--- src/rtl/decrypt_iter.sv ---
// PRESENT-80 iterative decryption core.
// The forward key schedule is run first to reach the last round key.
// The rounds are then undone one per clock while the key schedule steps backwards.
//
//  state     | meaning
//  ----------+---------------------------------------------------------------
//  S_IDLE    | waiting for start; ready=1; M/valid hold the last result
//  S_EXPAND  | forward key schedule, one update per clock, counter 1..ROUNDS
//  S_DECRYPT | one inverse round per clock, counter ROUNDS down to 1
module decrypt_iter #(
    parameter int ROUNDS = 31
) (
    input  logic        clk,
    input  logic        rst,
    input  logic        start,
    input  logic [79:0] K,
    input  logic [63:0] C,
    output logic        ready,
    output logic [63:0] M,
    output logic        valid
);

    localparam logic [1:0] S_IDLE    = 2'd0;
    localparam logic [1:0] S_EXPAND  = 2'd1;
    localparam logic [1:0] S_DECRYPT = 2'd2;

    localparam logic [4:0] LAST = 5'(ROUNDS);

    logic [1:0]  fsm;
    logic [4:0]  cnt;
    logic [79:0] key_q;
    logic [63:0] state_q;

    logic [79:0] key_fwd_next;
    logic [79:0] key_prev;
    logic [63:0] round_out;

    function automatic logic [3:0] sbox(input logic [3:0] x);
        logic [3:0] y;
        case (x)
            4'h0: y = 4'hC;  4'h1: y = 4'h5;  4'h2: y = 4'h6;  4'h3: y = 4'hB;
            4'h4: y = 4'h9;  4'h5: y = 4'h0;  4'h6: y = 4'hA;  4'h7: y = 4'hD;
            4'h8: y = 4'h3;  4'h9: y = 4'hE;  4'hA: y = 4'hF;  4'hB: y = 4'h8;
            4'hC: y = 4'h4;  4'hD: y = 4'h7;  4'hE: y = 4'h1;  default: y = 4'h2;
        endcase
        return y;
    endfunction

    function automatic logic [3:0] inv_sbox(input logic [3:0] x);
        logic [3:0] y;
        case (x)
            4'h0: y = 4'h5;  4'h1: y = 4'hE;  4'h2: y = 4'hF;  4'h3: y = 4'h8;
            4'h4: y = 4'hC;  4'h5: y = 4'h1;  4'h6: y = 4'h2;  4'h7: y = 4'hD;
            4'h8: y = 4'hB;  4'h9: y = 4'h4;  4'hA: y = 4'h6;  4'hB: y = 4'h3;
            4'hC: y = 4'h0;  4'hD: y = 4'h7;  4'hE: y = 4'h9;  default: y = 4'hA;
        endcase
        return y;
    endfunction

    // Forward key update: rotate left 61, S-box top nibble, fold in round number.
    function automatic logic [79:0] key_fwd(input logic [79:0] k, input logic [4:0] c);
        logic [79:0] r;
        r = {k[18:0], k[79:19]};
        r[79:76] = sbox(r[79:76]);
        r[19:15] = r[19:15] ^ c;
        return r;
    endfunction

    // Exact inverse of key_fwd for the same round number.
    function automatic logic [79:0] key_inv(input logic [79:0] k, input logic [4:0] c);
        logic [79:0] r;
        r = k;
        r[19:15] = r[19:15] ^ c;
        r[79:76] = inv_sbox(r[79:76]);
        return {r[60:0], r[79:61]};
    endfunction

    // Output bit j takes input bit 16*j mod 63; bit 63 stays in place.
    function automatic logic [63:0] inv_player(input logic [63:0] x);
        logic [63:0] y;
        y = '0;
        for (int j = 0; j < 63; j++) begin
            y[j] = x[(16 * j) % 63];
        end
        y[63] = x[63];
        return y;
    endfunction

    function automatic logic [63:0] inv_slayer(input logic [63:0] x);
        logic [63:0] y;
        y = '0;
        for (int n = 0; n < 16; n++) begin
            y[4*n +: 4] = inv_sbox(x[4*n +: 4]);
        end
        return y;
    endfunction

    // Round datapath shared by both phases; the counter selects the round constant.
    always_comb begin
        key_fwd_next = key_fwd(key_q, cnt);
        key_prev     = key_inv(key_q, cnt);
        round_out    = inv_slayer(inv_player(state_q)) ^ key_prev[79:16];
    end

    assign ready = (fsm == S_IDLE);

    // Sequencer: latch on start, expand the key, then peel rounds until counter reaches 1.
    always_ff @(posedge clk or posedge rst) begin
        if (rst) begin
            fsm     <= S_IDLE;
            cnt     <= '0;
            key_q   <= '0;
            state_q <= '0;
            M       <= '0;
            valid   <= 1'b0;
        end else begin
            case (fsm)
                S_IDLE: begin
                    if (start) begin
                        state_q <= C;
                        key_q   <= K;
                        cnt     <= 5'd1;
                        valid   <= 1'b0;
                        fsm     <= S_EXPAND;
                    end
                end
                S_EXPAND: begin
                    key_q <= key_fwd_next;
                    if (cnt == LAST) begin
                        // Whitening uses the freshly computed final round key.
                        state_q <= state_q ^ key_fwd_next[79:16];
                        fsm     <= S_DECRYPT;
                    end else begin
                        cnt <= cnt + 5'd1;
                    end
                end
                S_DECRYPT: begin
                    state_q <= round_out;
                    key_q   <= key_prev;
                    cnt     <= cnt - 5'd1;
                    if (cnt == 5'd1) begin
                        M     <= round_out;
                        valid <= 1'b1;
                        fsm   <= S_IDLE;
                    end
                end
                default: fsm <= S_IDLE;
            endcase
        end
    end

endmodule

--- config.mk ---
export PLATFORM = sky130hd
export DESIGN_NAME = decrypt_iter
export DESIGN_NICKNAME = d
export VERILOG_FILES = /design/src/rtl/decrypt_iter.sv
export SDC_FILE = /design/constraint.sdc
export NUM_CORES = 1
export LEC_CHECK = 0
export CAP_MARGIN = 5
export CELL_PAD_IN_SITES_DETAIL_PLACEMENT = 2
export CELL_PAD_IN_SITES_GLOBAL_PLACEMENT = 2
export CORE_MARGIN = 5
export CORE_UTILIZATION = 35
export DETAILED_ROUTE_END_ITERATION = 8
export PLACE_DENSITY = 0.86
export SLEW_MARGIN = 20
export SYNTH_ARGS = -nofsm -noshare
export SYNTH_HDL_FRONTEND = slang
export SYNTH_SLANG_ARGS = --single-unit
--- constraint.sdc ---
create_clock -name clk -period 9.3 [get_ports clk]
set_input_delay 1.395 -clock clk [delete_from_list [all_inputs] [get_ports clk]]
set_output_delay 1.395 -clock clk [all_outputs]
set_load 0.02 [all_outputs]
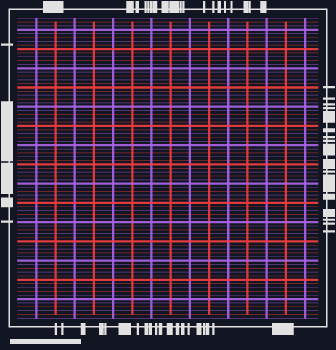
Figure 1: run 1, PDN straps and rails.
The bar under the picture is 50 µm long. Pins as bars on the die edge.
Key: purple = VSS; red = VDD
15 straps on met4. The core has 78 rows.

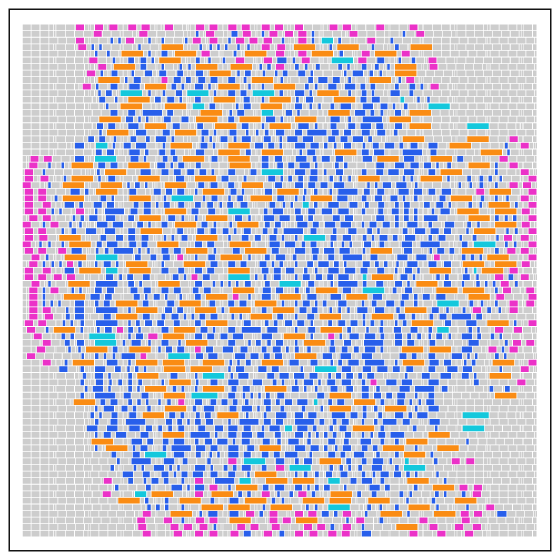
Figure 2: run 1, placement by cell class.
Fill, decap, tap and diode cells in gray.
Key: orange = flip-flops [cells 216, share of their area 29%]; cyan = clock drivers and dummy loads [cells 46, share of their area 5.0%]; magenta = other buffers and delay cells [cells 225, share of their area 12%]; blue = all other logic [cells 1,376, share of their area 54%]

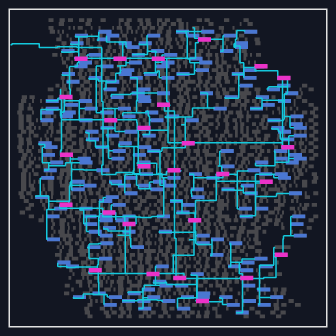
Figure 3: run 1, clock network drawn from the DEF.
Key: cyan = clock wires [length 3,860 µm]; blue = flip-flops [count 216]; magenta = cells driving clock nets [count 27]
Position of the flops: all over the die.

## run 1: through the flow
stage	hold slack, ps	utilization, %	setup slack [ps]
detailed placement	474	40.4	5080
global placement	465	40.4	5160
CTS	492	42.5	5660
finish	481	42.5	5580
global route	514	42.5	5410
floorplan	490	-	2000
## run 1: sequential cells by signal, indices dropped and copies added, names as in the netlist
signal   cells
cnt          5
state_q     64
key_q       80
M           64
fsm          2
valid        1
## run 1: area by class of cell
class / instances / area, µm²
inverter: 69 / 268
timing repair buffer: 225 / 2220
clock inverter: 9 / 126
sequential: 216 / 5410
fill: 4804 / 26000
multi-input combinational: 1307 / 9630
tap: 600 / 751
clock buffer: 37 / 803
## run 1: critical path: stages
cell,delay [ps]
clkdlybuf4s50_1,440
nor2b_1,430
or3_4,570
buf_4,790
nor3_1,170
a21oi_1,170
o41ai_1,90
==> results_dict.tcl, run 1 <==
# flow metrics
set metrics [dict create \
    synth_top_cell_by_count "dfrtp_1" \
    synth-seq-cells 216 \
    drt_wl_total_mm 71.7 \
    path_clk_slew_ps 60 \
    tool_warnings 137 \
    crit_fanout 84 \
    crit_path_end_kind "register" \
    grtUsageTotal_pct 27.7 \
    fp_util_pct 35.3 \
    final_cell_area_mm2 0.0192 \
    tightest_slew_ps 1160 \
    async_reset_ff_share_pct 100 \
    ys_chip_area_mm2 0.0159 \
    compound_area_share_pct 21.2 \
    placed_area_mm2 0.0183 \
    vdd_drop_max_mv 0.144 \
    maxSlewViolCount 0 \
    fp.dieW_um 223 \
    fin_setup_tns_ps 0 \
    die_h_um 223 \
    swShare_pct 47.9 \
    dr.pass1.iters 5 \
    grt-busiest-layer "met2" \
    r2r_start "fsm[1]" \
    ys_sh_adder_pct 10.0 \
    cts_max_level 1 \
    yosys.area.top_type_share_pct 33.9 \
    met3_usage_pct 4.68 \
    top_area_cell "dfrtp_1" \
    chipArea_mm2 0.0499 \
    layout_top_cells "dfrtp_1 (216), clkdlybuf4s50_1 (212), nand2_1 (181), nor2_1 (174), ha_1 (125)" \
    crit_arrival_ps 4150 \
    core_mm2 0.0452 \
    worstRegToRegCells 8 \
    ys_types 62 \
    vias 15000 \
    ant_nets 0 \
    rsz0062_at_grt "no" \
    grt_max_degree 131 \
    wl_met3_mm 4.98 \
    grt_pass1_wl_mm 107 \
    portBuffers 212 \
    regToRegEndpoint "state_q[39]" \
    setup_viol 0 \
    drcViolationCount 0 \
    drt-wirelength-per-cell_um 29.1 \
    wl_met1_mm 29.3 \
    hp-start "M[59]" \
    crit_path_start "start" \
    finalWorstPathRequiredPeriod_ps 3720 \
    edf_count 0 \
    outcome "completed" \
    power.switching_mw 3.26 \
    nNetsFinal 2121 \
    p_total_mw 6.81 \
    synth_area_mm2 0.0159 \
    antenna_found_initial 1 \
    post_cts_buffers 0 \
    root_buffer "clkbuf_16" \
    clock-sinks 216 \
    netlist_instances 1754 \
    routabilityCongestion 0.899 \
    cap_violations 0 \
    p_per_area_mw_per_mm2 355 \
    p_comb_share_pct 51.8 \
    drive_above_1_share_pct 6.82 \
    fp_nets 2029 \
    stdcell_count 2463 \
    dp_hpwl_mm 51.2 \
    clock.fmax_mhz 269 \
    ys_top_cells_by_area "dfrtp_1 (34%), ha_1 (10%), a221oi_1 (5.1%)" \
    slew_headroom_pct 22.9 \
    crit_end "state_q[39]" \
    hold_depth 2 \
    area.growth.synth_to_final_pct 20.5 \
    dr_wl_met2_mm 34.0 \
    antenna_cells 0 \
    rrSetupSlack_ps 5670 \
]
Figure 4. Wiring by layer (run 1).
The bar under the picture is 50 µm long. Two of the layers only.
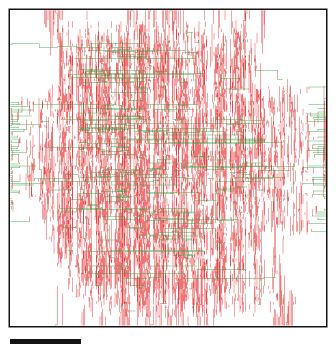

==> run 2, diff against run 1 <==
==> constraint.sdc (replaced) <==
create_clock -name clk -period 3.75 [get_ports clk]
set_input_delay 0.5625 -clock clk [delete_from_list [all_inputs] [get_ports clk]]
set_output_delay 0.5625 -clock clk [all_outputs]
set_load 0.02 [all_outputs]
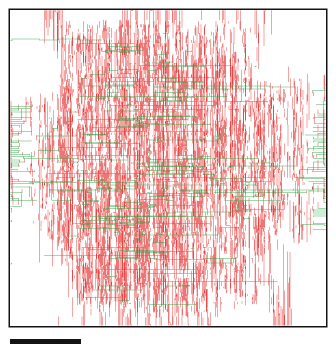
Figure 5: run 2, wiring by layer.
The bar under the picture is 50 µm long. Two of the layers only.
Key: red = met2 [wire length 34.0 mm]; green = met3 [wire length 5,620 µm]

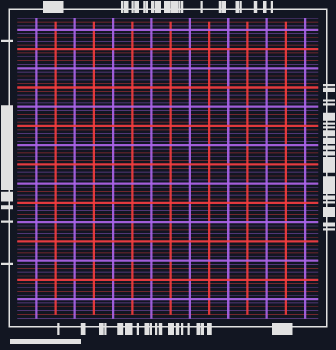
Figure 6: run 2, PDN straps and rails.
The bar under the picture is 50 µm long. Pins as bars on the die edge.
Key: red = VDD; purple = VSS
213 signal pins sit on the boundary. 79 met1 rails follow the rows. 15 straps on met4. 15 straps on met5. The core has 78 rows.

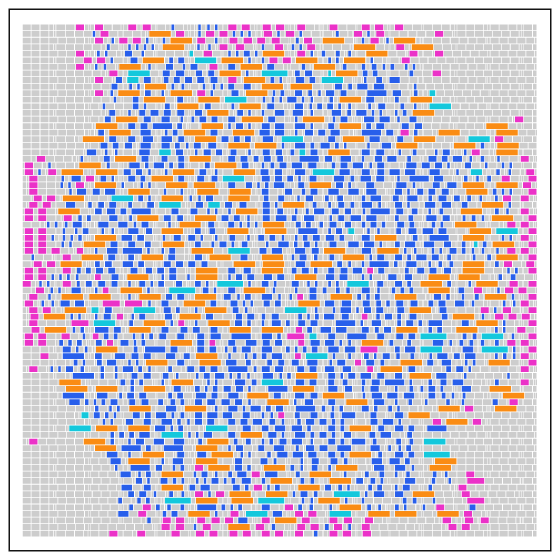
Figure 7: run 2, placement by cell class.
Fill, decap, tap and diode cells in gray.
Key: blue = all other logic [cells 1,376, share of their area 53%]; orange = flip-flops [cells 216, share of their area 29%]; cyan = clock drivers and dummy loads [cells 49, share of their area 5.7%]; magenta = other buffers and delay cells [cells 236, share of their area 13%]

==> run 2 against run 1 <==
  * Non-clock buffer count increased by 11
  * Die size unchanged
  * Clock-buffer cell count is 5 lower
  * Via count grew 1.3%
  * Register-to-register slack worse by 5000 ps
  * Sequential power up 150%
==> results_dict.tcl, run 2 <==
# flow metrics
set metrics [dict create \
    outcome "completed" \
    nFillCells 4830 \
    holdBufCountCts 0 \
    timing.final.ws_setup_ps 645 \
    slowest_stage "or3_4" \
    fp.dieW_um 223 \
    yosys.area.top_type_share_pct 33.9 \
    root_buffer "clkbuf_16" \
    p_seq_mw 5.34 \
    drt_wl_total_mm 73.6 \
    top_area_cell "dfrtp_1" \
    clock-sinks 216 \
    vdd_drop_max_mv 0.399 \
    stdcell_count 2478 \
    fin_setup_tns_ps 0 \
    r2r_start "cnt[0]" \
    clkbuf_count 32 \
    power_leader "combinational logic" \
    p_comb_share_pct 51.0 \
    grtUsageTotal_pct 28.5 \
    area.growth.synth_to_final_pct 22.3 \
    crit_path_cell_trace "ha_1 > and3_1 > ha_1 > nor2b_1 > or3_4 > buf_4 > nor3_1 > nor2_1 > o41a_1" \
    crit_path_start "cnt[0]" \
    cap_violations 0 \
    chipArea_mm2 0.0499 \
    p_per_area_mw_per_mm2 892 \
    clock.fmax_mhz 322 \
    finClkSkew_ps 17.8 \
    antenna_found_initial 1 \
    comb_share_pct 49.4 \
    num-nonclk-inverters 69 \
    xor_area_share_pct 8.02 \
    num_tap_cells 600 \
    path_clk_slew_ps 60 \
    fp_util_pct 35.3 \
    slowest_delay_ps 590 \
    ff_latch_area_mm2 0.00541 \
    cts_tree "built" \
    slew_headroom_pct 44.5 \
    vias 15200 \
    post-route-util_pct 43.2 \
    top_regs "key_q (80), M (64), state_q (64)" \
    n_all_buffers 236 \
    crit_family "simple AND/OR/NAND/NOR gates" \
    crit_fanout 48 \
    ys_sh_adder_pct 10.0 \
    fp_nets 2029 \
    largest_register "key_q" \
    layout_top_cells "dfrtp_1 (216), clkdlybuf4s50_1 (212), nand2_1 (181), nor2_1 (174), ha_1 (125)" \
    synth_top_cell_by_count "dfrtp_1" \
    path_buffers 1 \
    antenna_cells 1 \
    drt_iter0_drc 1395 \
    dr.pass1.iters 6 \
    clkCellAreaFrac_pct 5.45 \
    period_used_pct 82.8 \
    grt_pass1_wl_mm 109 \
    routabilityCongestion 0.875 \
    edf_count 0 \
    ys_top_cells_by_area "dfrtp_1 (34%), ha_1 (10%), a221oi_1 (5.1%)" \
    swShare_pct 47.5 \
    power.switching_mw 8.27 \
    nNetsFinal 2132 \
    crit_arrival_ps 3590 \
    crit_top_cell "ha_1" \
    finalWorstPathRequiredPeriod_ps 3100 \
    clk_latency_ps 570 \
    synth-seq-cells 216 \
    ys_sh_simple_pct 12.2 \
    final_cell_area_mm2 0.0195 \
    flops 216 \
    ys_chip_area_mm2 0.0159 \
    largest_cell_class "combinational gates" \
    dp_hpwl_mm 52.6 \
    final-nonclk-buf-share_pct 12.3 \
    drive_above_1_share_pct 7.51 \
    comb_cells 1307 \
    worstSetupStartpointType "register" \
    sh_seq_area_pct 27.7 \
    portBuffers 212 \
    synth_area_mm2 0.0159 \
    comb_area_mm2 0.00963 \
    maxSlewViolCount 0 \
    async_reset_ff_share_pct 100 \
    ys_sh_mux_pct 8.58 \
    grt_max_degree 132 \
    placed_area_mm2 0.0184 \
    pre_cts_ws_ps 720 \
    drt-wirelength-per-cell_um 29.7 \
    tightest_slew_ps 833 \
    ant_nets 0 \
    compound_area_share_pct 21.2 \
    rsz0062_at_grt "no" \
    crit_path_end_kind "register" \
    whs_ps 488 \
    setup_viol 0 \
    tool_warnings 136 \
    post_cts_buffers 0 \
    drcViolationCount 0 \
    netlist_instances 1754 \
    syn_area_per_cell_um2 9.09 \
    ys_types 62 \
    die_h_um 223 \
    largest_reg_flops 80 \
    p_total_mw 17.4 \
    cts_max_level 1 \
    core_mm2 0.0452 \
]
[run 2: cell counts after synthesis]
Identical to the previous run, type by type.
[run 2: per-layer routing]
| metal | GRT usage (%) | share of wire [%] |
|---|---|---|
| met1 | 37.0 | 40 |
| met5 | 0 | 0 |
| met2 | 46.3 | 46 |
| met3 | 5.07 | 7.6 |
| met4 | 13.3 | 5.6 |
[run 2: path summary, 6_finish.rpt]
check	end	slack, ps	cells after the start
worst max-delay path	state_q[40]	650	9
worst min-delay path	M[50]	490	3
worst max register to register	state_q[40]	650	9
worst min register to register	M[45]	490	2
max in group asynchronous	key_q[33]	2520	3
min in group clk	M[45]	490	2
Power is estimated from default activity; no workload was simulated.
